[src/rtl/ras_unit_pkg.sv]
// ----------------------------------------------------------------------------
// ras_unit_pkg
//   Shared branch-predictor definitions used by the return-address stack.
//   Holds the branch-kind encoding and the default word-aligned PC width.
// ----------------------------------------------------------------------------
package ras_unit_pkg;

  // Default width of a word-aligned PC (byte PC[31:2]).
  localparam int PC_W_DEF = 30;

  // Branch-kind encoding shared with the predictor.
  typedef enum logic [2:0] {
    NOT_JUMP      = 3'd0,
    DIRECT_JUMP   = 3'd1,
    JUMP          = 3'd2,
    CALL          = 3'd3,
    RET           = 3'd4,
    INDIRECT_JUMP = 3'd5,
    OTHER_JUMP    = 3'd6
  } br_kind_e;

  // True when a kind field encodes a call.
  function automatic logic is_call(input logic [2:0] kind);
    return kind == CALL;
  endfunction

  // True when a kind field encodes a return.
  function automatic logic is_ret(input logic [2:0] kind);
    return kind == RET;
  endfunction

endpackage

[src/rtl/ras_unit_lifo.sv]
// ----------------------------------------------------------------------------
// ras_lifo
//   One circular return-address stack with a whole-state load port.
//   Pushing into a full stack silently overwrites the oldest entry; popping an
//   empty stack is ignored. Load takes priority over push/pop, and push over
//   pop. The next-state values are exported so another instance can be
//   reloaded with exactly what this one will hold after the current edge.
//
// Ports
//   clk, rstn              clock, asynchronous active-low reset
//   push, push_data        push push_data this cycle
//   pop                    pop this cycle
//   load_en                replace the whole state with load_mem/ptr/cnt
//   load_mem/ptr/cnt       state to load
//   top                    mem[ptr-1] when cnt>0, else 0 (registered state only)
//   cnt                    current occupancy, 0..DEPTH
//   nxt_mem/ptr/cnt        state that will be registered at the next edge
// ----------------------------------------------------------------------------
module ras_lifo #(
  parameter int DEPTH = 8,
  parameter int W     = 30,
  localparam int PTR_W = $clog2(DEPTH),
  localparam int CNT_W = PTR_W + 1
) (
  input  logic                      clk,
  input  logic                      rstn,
  input  logic                      push,
  input  logic [W-1:0]              push_data,
  input  logic                      pop,
  input  logic                      load_en,
  input  logic [DEPTH-1:0][W-1:0]   load_mem,
  input  logic [PTR_W-1:0]          load_ptr,
  input  logic [CNT_W-1:0]          load_cnt,
  output logic [W-1:0]              top,
  output logic [CNT_W-1:0]          cnt,
  output logic [DEPTH-1:0][W-1:0]   nxt_mem,
  output logic [PTR_W-1:0]          nxt_ptr,
  output logic [CNT_W-1:0]          nxt_cnt
);

  logic [DEPTH-1:0][W-1:0] mem_q;
  logic [PTR_W-1:0]        ptr_q;
  logic [CNT_W-1:0]        cnt_q;
  logic [PTR_W-1:0]        top_idx;

  // ptr names the next free slot, so the top lives one below it (wrapping).
  assign top_idx = ptr_q - PTR_W'(1);
  assign top     = (cnt_q != '0) ? mem_q[top_idx] : '0;
  assign cnt     = cnt_q;

  always_comb begin
    nxt_mem = mem_q;
    nxt_ptr = ptr_q;
    nxt_cnt = cnt_q;
    if (load_en) begin
      nxt_mem = load_mem;
      nxt_ptr = load_ptr;
      nxt_cnt = load_cnt;
    end else if (push) begin
      nxt_mem[ptr_q] = push_data;
      nxt_ptr        = ptr_q + PTR_W'(1);
      // Occupancy saturates; the wrapped write has already replaced the oldest.
      nxt_cnt        = (cnt_q == CNT_W'(DEPTH)) ? cnt_q : cnt_q + CNT_W'(1);
    end else if (pop && (cnt_q != '0)) begin
      // Memory is left intact; only the pointer and count move.
      nxt_ptr = top_idx;
      nxt_cnt = cnt_q - CNT_W'(1);
    end
  end

  always_ff @(posedge clk or negedge rstn) begin
    if (!rstn) begin
      mem_q <= '0;
      ptr_q <= '0;
      cnt_q <= '0;
    end else begin
      mem_q <= nxt_mem;
      ptr_q <= nxt_ptr;
      cnt_q <= nxt_cnt;
    end
  end

endmodule

[src/rtl/ras_unit.sv]
// ----------------------------------------------------------------------------
// ras_unit
//   Return-address stack for the branch predictor. A speculative stack follows
//   fetch-stage predictions and supplies RET targets; a committed stack follows
//   resolved execute-side updates. On recover the speculative stack is loaded
//   with the committed stack's next state, so a committed update arriving in
//   the same cycle is included.
//
// Ports
//   clk, rstn                       clock, asynchronous active-low reset
//   pdc_valid, pdc_kind, pdc_ret_pc fetch-stage prediction
//   pdc_top, pdc_empty              speculative top (0 when empty) / empty flag
//   update_en, update_kind,
//   update_ret_pc                   resolved update from execute
//   recover                         misprediction flush
//   cmt_top, cmt_count              committed top (0 when empty) / occupancy
// ----------------------------------------------------------------------------
module ras_unit
  import ras_unit_pkg::*;
#(
  parameter int DEPTH = 8,
  parameter int PC_W  = PC_W_DEF,
  localparam int PTR_W = $clog2(DEPTH),
  localparam int CNT_W = PTR_W + 1
) (
  input  logic              clk,
  input  logic              rstn,
  input  logic              pdc_valid,
  input  logic [2:0]        pdc_kind,
  input  logic [PC_W-1:0]   pdc_ret_pc,
  output logic [PC_W-1:0]   pdc_top,
  output logic              pdc_empty,
  input  logic              update_en,
  input  logic [2:0]        update_kind,
  input  logic [PC_W-1:0]   update_ret_pc,
  input  logic              recover,
  output logic [PC_W-1:0]   cmt_top,
  output logic [CNT_W-1:0]  cmt_count
);

  logic                       cmt_push;
  logic                       cmt_pop;
  logic                       spec_push;
  logic                       spec_pop;
  logic [DEPTH-1:0][PC_W-1:0] cmt_nxt_mem;
  logic [PTR_W-1:0]           cmt_nxt_ptr;
  logic [CNT_W-1:0]           cmt_nxt_cnt;
  logic [CNT_W-1:0]           spec_cnt;
  logic [DEPTH-1:0][PC_W-1:0] spec_nxt_mem_unused;
  logic [PTR_W-1:0]           spec_nxt_ptr_unused;
  logic [CNT_W-1:0]           spec_nxt_cnt_unused;

  // Kind decode. Only CALL and RET touch a stack.
  assign cmt_push  = update_en && is_call(update_kind);
  assign cmt_pop   = update_en && is_ret(update_kind);
  // The load port already wins over push/pop inside the stack; gating here
  // keeps the prediction strobes quiet during a flush.
  assign spec_push = !recover && pdc_valid && is_call(pdc_kind);
  assign spec_pop  = !recover && pdc_valid && is_ret(pdc_kind);

  ras_lifo #(
    .DEPTH (DEPTH),
    .W     (PC_W)
  ) u_cmt (
    .clk       (clk),
    .rstn      (rstn),
    .push      (cmt_push),
    .push_data (update_ret_pc),
    .pop       (cmt_pop),
    .load_en   (1'b0),
    .load_mem  ('0),
    .load_ptr  ('0),
    .load_cnt  ('0),
    .top       (cmt_top),
    .cnt       (cmt_count),
    .nxt_mem   (cmt_nxt_mem),
    .nxt_ptr   (cmt_nxt_ptr),
    .nxt_cnt   (cmt_nxt_cnt)
  );

  ras_lifo #(
    .DEPTH (DEPTH),
    .W     (PC_W)
  ) u_spec (
    .clk       (clk),
    .rstn      (rstn),
    .push      (spec_push),
    .push_data (pdc_ret_pc),
    .pop       (spec_pop),
    .load_en   (recover),
    .load_mem  (cmt_nxt_mem),
    .load_ptr  (cmt_nxt_ptr),
    .load_cnt  (cmt_nxt_cnt),
    .top       (pdc_top),
    .cnt       (spec_cnt),
    .nxt_mem   (spec_nxt_mem_unused),
    .nxt_ptr   (spec_nxt_ptr_unused),
    .nxt_cnt   (spec_nxt_cnt_unused)
  );

  assign pdc_empty = (spec_cnt == '0);

endmodule

[config.mk]
export PLATFORM = sky130hd
export DESIGN_NAME = ras_unit
export DESIGN_NICKNAME = d
export VERILOG_FILES = /design/src/rtl/ras_unit_pkg.sv /design/src/rtl/ras_unit_lifo.sv /design/src/rtl/ras_unit.sv
export SDC_FILE = /design/constraint.sdc
export NUM_CORES = 1
export LEC_CHECK = 0
export CAP_MARGIN = 20
export CORE_UTILIZATION = 40
export CTS_BUF_LIST = sky130_fd_sc_hd__clkbuf_4 sky130_fd_sc_hd__clkbuf_8
export CTS_CLUSTER_DIAMETER = 200
export DETAILED_ROUTE_END_ITERATION = 10
export SYNTH_ARGS = -nofsm -noshare
export SYNTH_HDL_FRONTEND = slang
export SYNTH_SLANG_ARGS = --single-unit
[constraint.sdc]
create_clock -name clk -period 7.3 [get_ports clk]
set_clock_uncertainty 0.05 [all_clocks]
set_input_delay 2.19 -clock clk [delete_from_list [all_inputs] [get_ports clk]]
set_output_delay 2.19 -clock clk [all_outputs]
set_load 0.005 [all_outputs]
### Drive-strength map, run 1

Scale: 2 px per um.
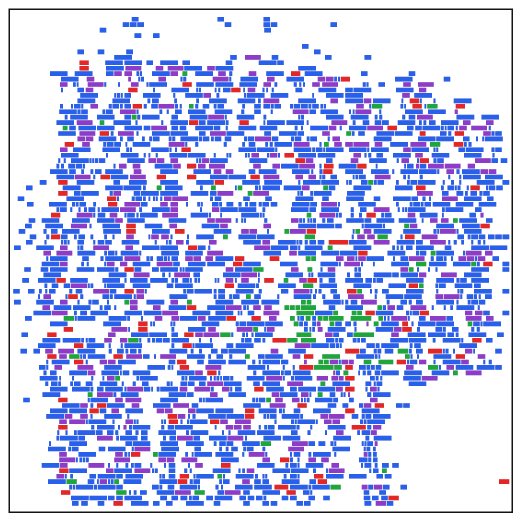
drive 1 or less: shown in blue, cells 1625, share 74%. drive 2: shown in purple, cells 356, share 16%. drive 6 and up: shown in red, cells 122, share 5.5%. drive 3 to 4: shown in green, cells 98, share 4.5%.

### Port wiring, run 1

Scale: 1 px per um.
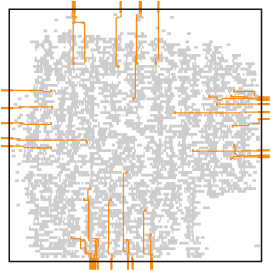
pdc_top: shown in orange, bits 30, direction output, edge 10 south, 9 east, 6 north, 5 west, end cells 30, buffers 30, wire 1550 um.

### Metal layers overlaid, run 1

Scale: 2 px per um. Two of the layers only.
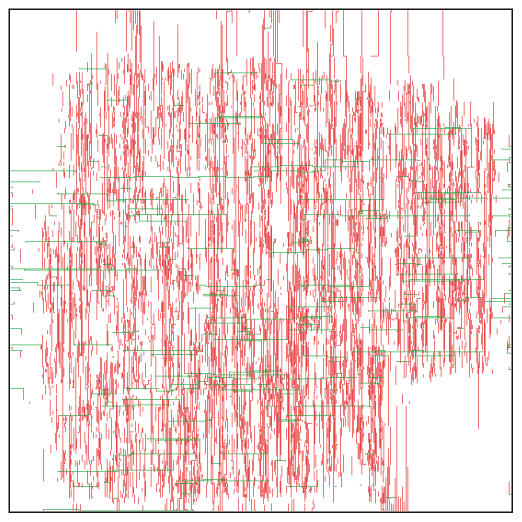
met2: shown in red, wire length 34.6 mm. met3: shown in green, wire length 3380 um.

==> qor.yml, run 1 <==
global_routing:
  grt_use_met3_pct: 3.686
  antenna_found_initial: 3
  grt.busiest_layer: "met2"
  gr-usage-met2_pct: 38.10
  grt-ovfl-total: 0
clock_network:
  cts_sinks: 494
  cts-resized-gates: 0
  cts_max_level: 3
  insertion_delay_ns: 0.67
synth:
  xor_area_share_pct: 0.3892
  synthTopLogicFamily: "multiplexers"
  topCellsByArea: "dfrtp_1 50%, mux4_2 11%, mux2i_1 9.8%"
  yosysSeqAreaShare_pct: 49.93
  postSynthCellCount: 2055
  ys.flops: 494
critical_path:
  slowest_delay_ns: 1.06
  critical_path.top_delay_family: "buffers and inverters"
  ff2ff_setup_slack_ns: 3.39
  slowest_stage: "ha_4"
  r2r-start: "u_cmt.ptr_q[0]$_DFF_PN0_"
final_layout:
  diodes: 2
  fin_cells: 2985
  layout.area.comb_sq_um: 11680
drt:
  drtIter0Drc: 1489
  drc: 0
  wire_per_inst_um: 24.39
  drtAntennaViolNets: 0
  detail_route.first_pass.iterations: 5
power:
  top_power_group: "combinational cells"
  p_seq_w: 0.00452
  total_power_w: 0.01197
  ir_worst_vdd_mv: 0.2796
die:
  fp-utilization_pct: 40.71
  die_h_um: 250.8
  rows: 90
timing:
  slew_violations: 0
  period_used_pct: 92.19
  setup_viol_count_final: 0
  holdWs_ns: 0.4613
flow_run:
  max_cap_violations: 0
outcome:
  status: "finished clean"
worst_hold_path:
  hp-class: "flip-flop to flip-flop"
  hp-start: "u_cmt.mem_q[106]$_DFF_PN0_"
  hold_depth: 1
place:
  hpwl_um: 42920
### Pin map, run 1

Scale: 2 px per um. Pins as bars across the die edge, other pins in gray.
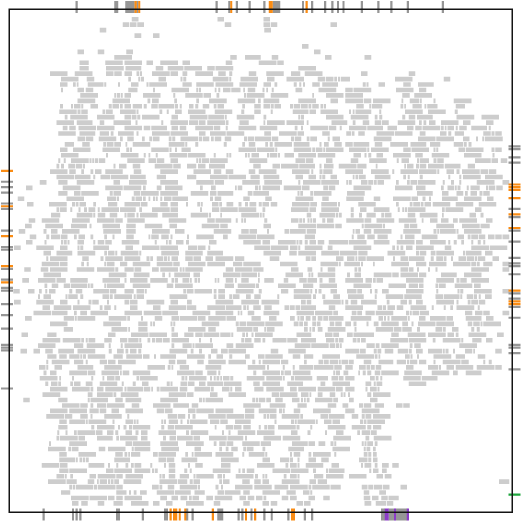

==> run 2: changes to the inputs <==
--- a/config.mk
+++ b/config.mk
@@ -9,6 +9,7 @@
 export CORE_UTILIZATION = 40
 export CTS_BUF_LIST = sky130_fd_sc_hd__clkbuf_4 sky130_fd_sc_hd__clkbuf_8
 export CTS_CLUSTER_DIAMETER = 200
+export CTS_CLUSTER_SIZE = 14
 export DETAILED_ROUTE_END_ITERATION = 10
 export SYNTH_ARGS = -nofsm -noshare
 export SYNTH_HDL_FRONTEND = slang
==> constraint.sdc (replaced) <==
create_clock -name clk -period 6.95 [get_ports clk]
set_clock_uncertainty 0.05 [all_clocks]
set_input_delay 2.085 -clock clk [delete_from_list [all_inputs] [get_ports clk]]
set_output_delay 2.085 -clock clk [all_outputs]
set_load 0.005 [all_outputs]
### Pin map, run 2

Scale: 2 px per um. Pins as bars across the die edge, other pins in gray.
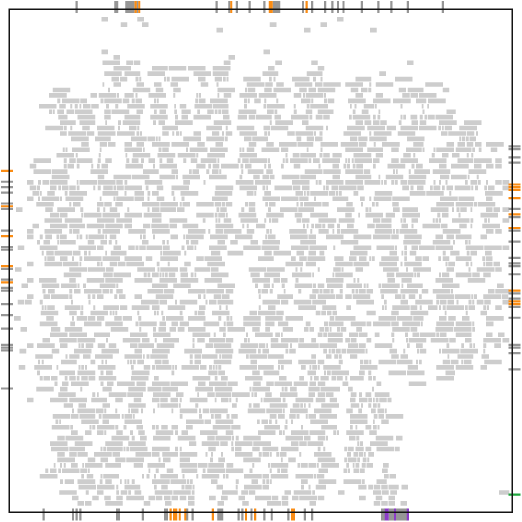
cmt_count: shown in purple, pins 4, direction output, edge south. rstn: shown in green, pins 1, direction input, edge east. pdc_top: shown in orange, pins 30, direction output, edge 10 south, 9 east, 6 north, 5 west.

==> run 2 against run 1 <==
Net effect: flip-flop count unchanged; count of clock-buffer cells in the layout down 92; power down 5.4%; clock power down 42%; sequential share of layout area up 1.8 points; critical path depth up 2; die size unchanged; via count down 3.1%; register-to-register slack better by 0.56 ns; non-clock buffer count down 2; critical endpoint is now pdc_top[20].
==> qor.yml, run 2 <==
clock_network:
  cts_hold_buf: 0  # unchanged
  cts_sinks: 494  # unchanged
  cts-resized-gates: 0  # unchanged
  cts_max_level: 2  # was 3
  insertion_delay_ns: 0.64  # was 0.67 ns
drt:
  drtAntennaViolNets: 0  # unchanged
  drtIter0Drc: 1233  # was 1489
  drc: 0  # unchanged
  wire_per_inst_um: 24.76  # was 24.39 um
  detail_route.first_pass.iterations: 7  # was 5
timing:
  period_used_pct: 92.24
  slew_violations: 0  # unchanged
  setup_viol_count_final: 0  # unchanged
  holdWs_ns: 0.4662  # was 0.4613 ns
worst_hold_path:
  hp-start: "u_cmt.mem_q[41]$_DFF_PN0_"  # was u_cmt.mem_q[106]$_DFF_PN0_
  hold_depth: 1  # unchanged
  holdPathEnd: "u_cmt.mem_q[41]$_DFF_PN0_"  # was u_cmt.mem_q[106]$_DFF_PN0_
  hp-class: "flip-flop to flip-flop"  # unchanged
critical_path:
  slowest_delay_ns: 0.80  # was 1.06 ns
  r2r-start: "u_cmt.ptr_q[0]$_DFF_PN0_"  # unchanged
  critical_path.top_delay_family: "buffers and inverters"  # unchanged
  slowest_stage: "dfrtp_4"  # was ha_4
  ff2ff_setup_slack_ns: 3.95  # was 3.39 ns
global_routing:
  grt-ovfl-total: 0  # unchanged
  grt.busiest_layer: "met2"  # unchanged
  grt_pass1_vias: 17595  # was 18104
  antenna_found_initial: 3  # unchanged
  gr-usage-met2_pct: 37.79  # was 38.10%
  grt_use_met3_pct: 2.371  # was 3.686%
flow_run:
  max_cap_violations: 0  # unchanged
die:
  die_h_um: 250.8  # unchanged
  rows: 90  # unchanged
  fp-utilization_pct: 40.71  # unchanged
  dieWidth_um: 250.8  # unchanged
  dieArea_sq_um: 62890  # unchanged
final_layout:
  final_area_sq_um: 27520  # was 28660 sq um
  diodes: 2  # unchanged
  layout.area.comb_sq_um: 11680  # unchanged
  fin_cells: 2883  # was 2985
synth:
  postSynthCellCount: 2055  # unchanged
  xor_area_share_pct: 0.3892  # unchanged
  synthTopLogicFamily: "multiplexers"  # unchanged
  compound_area_share_pct: 6.843  # unchanged
  ys.flops: 494  # unchanged
  synthArstFlopShare_pct: 100.0  # unchanged
  topCellsByArea: "dfrtp_1 50%, mux4_2 11%, mux2i_1 9.8%"  # unchanged
power:
  total_power_w: 0.01132  # was 0.01197 W
  p_sw_share_pct: 36.31  # was 34.74%
  comb-power_w: 0.00505  # was 0.00482 W
  seq_power_share_pct: 41.9  # was 37.8%
  clock_power_share_pct: 13.5  # was 22.0%
  top_power_group: "combinational cells"  # unchanged
  p_seq_w: 0.00475  # was 0.00452 W
  ir_worst_vdd_mv: 0.2875  # was 0.2796 mV
outcome:
  status: "finished clean"  # unchanged
place:
  hpwl_um: 42320  # was 42920 um
Power is estimated from default activity; no workload was simulated.
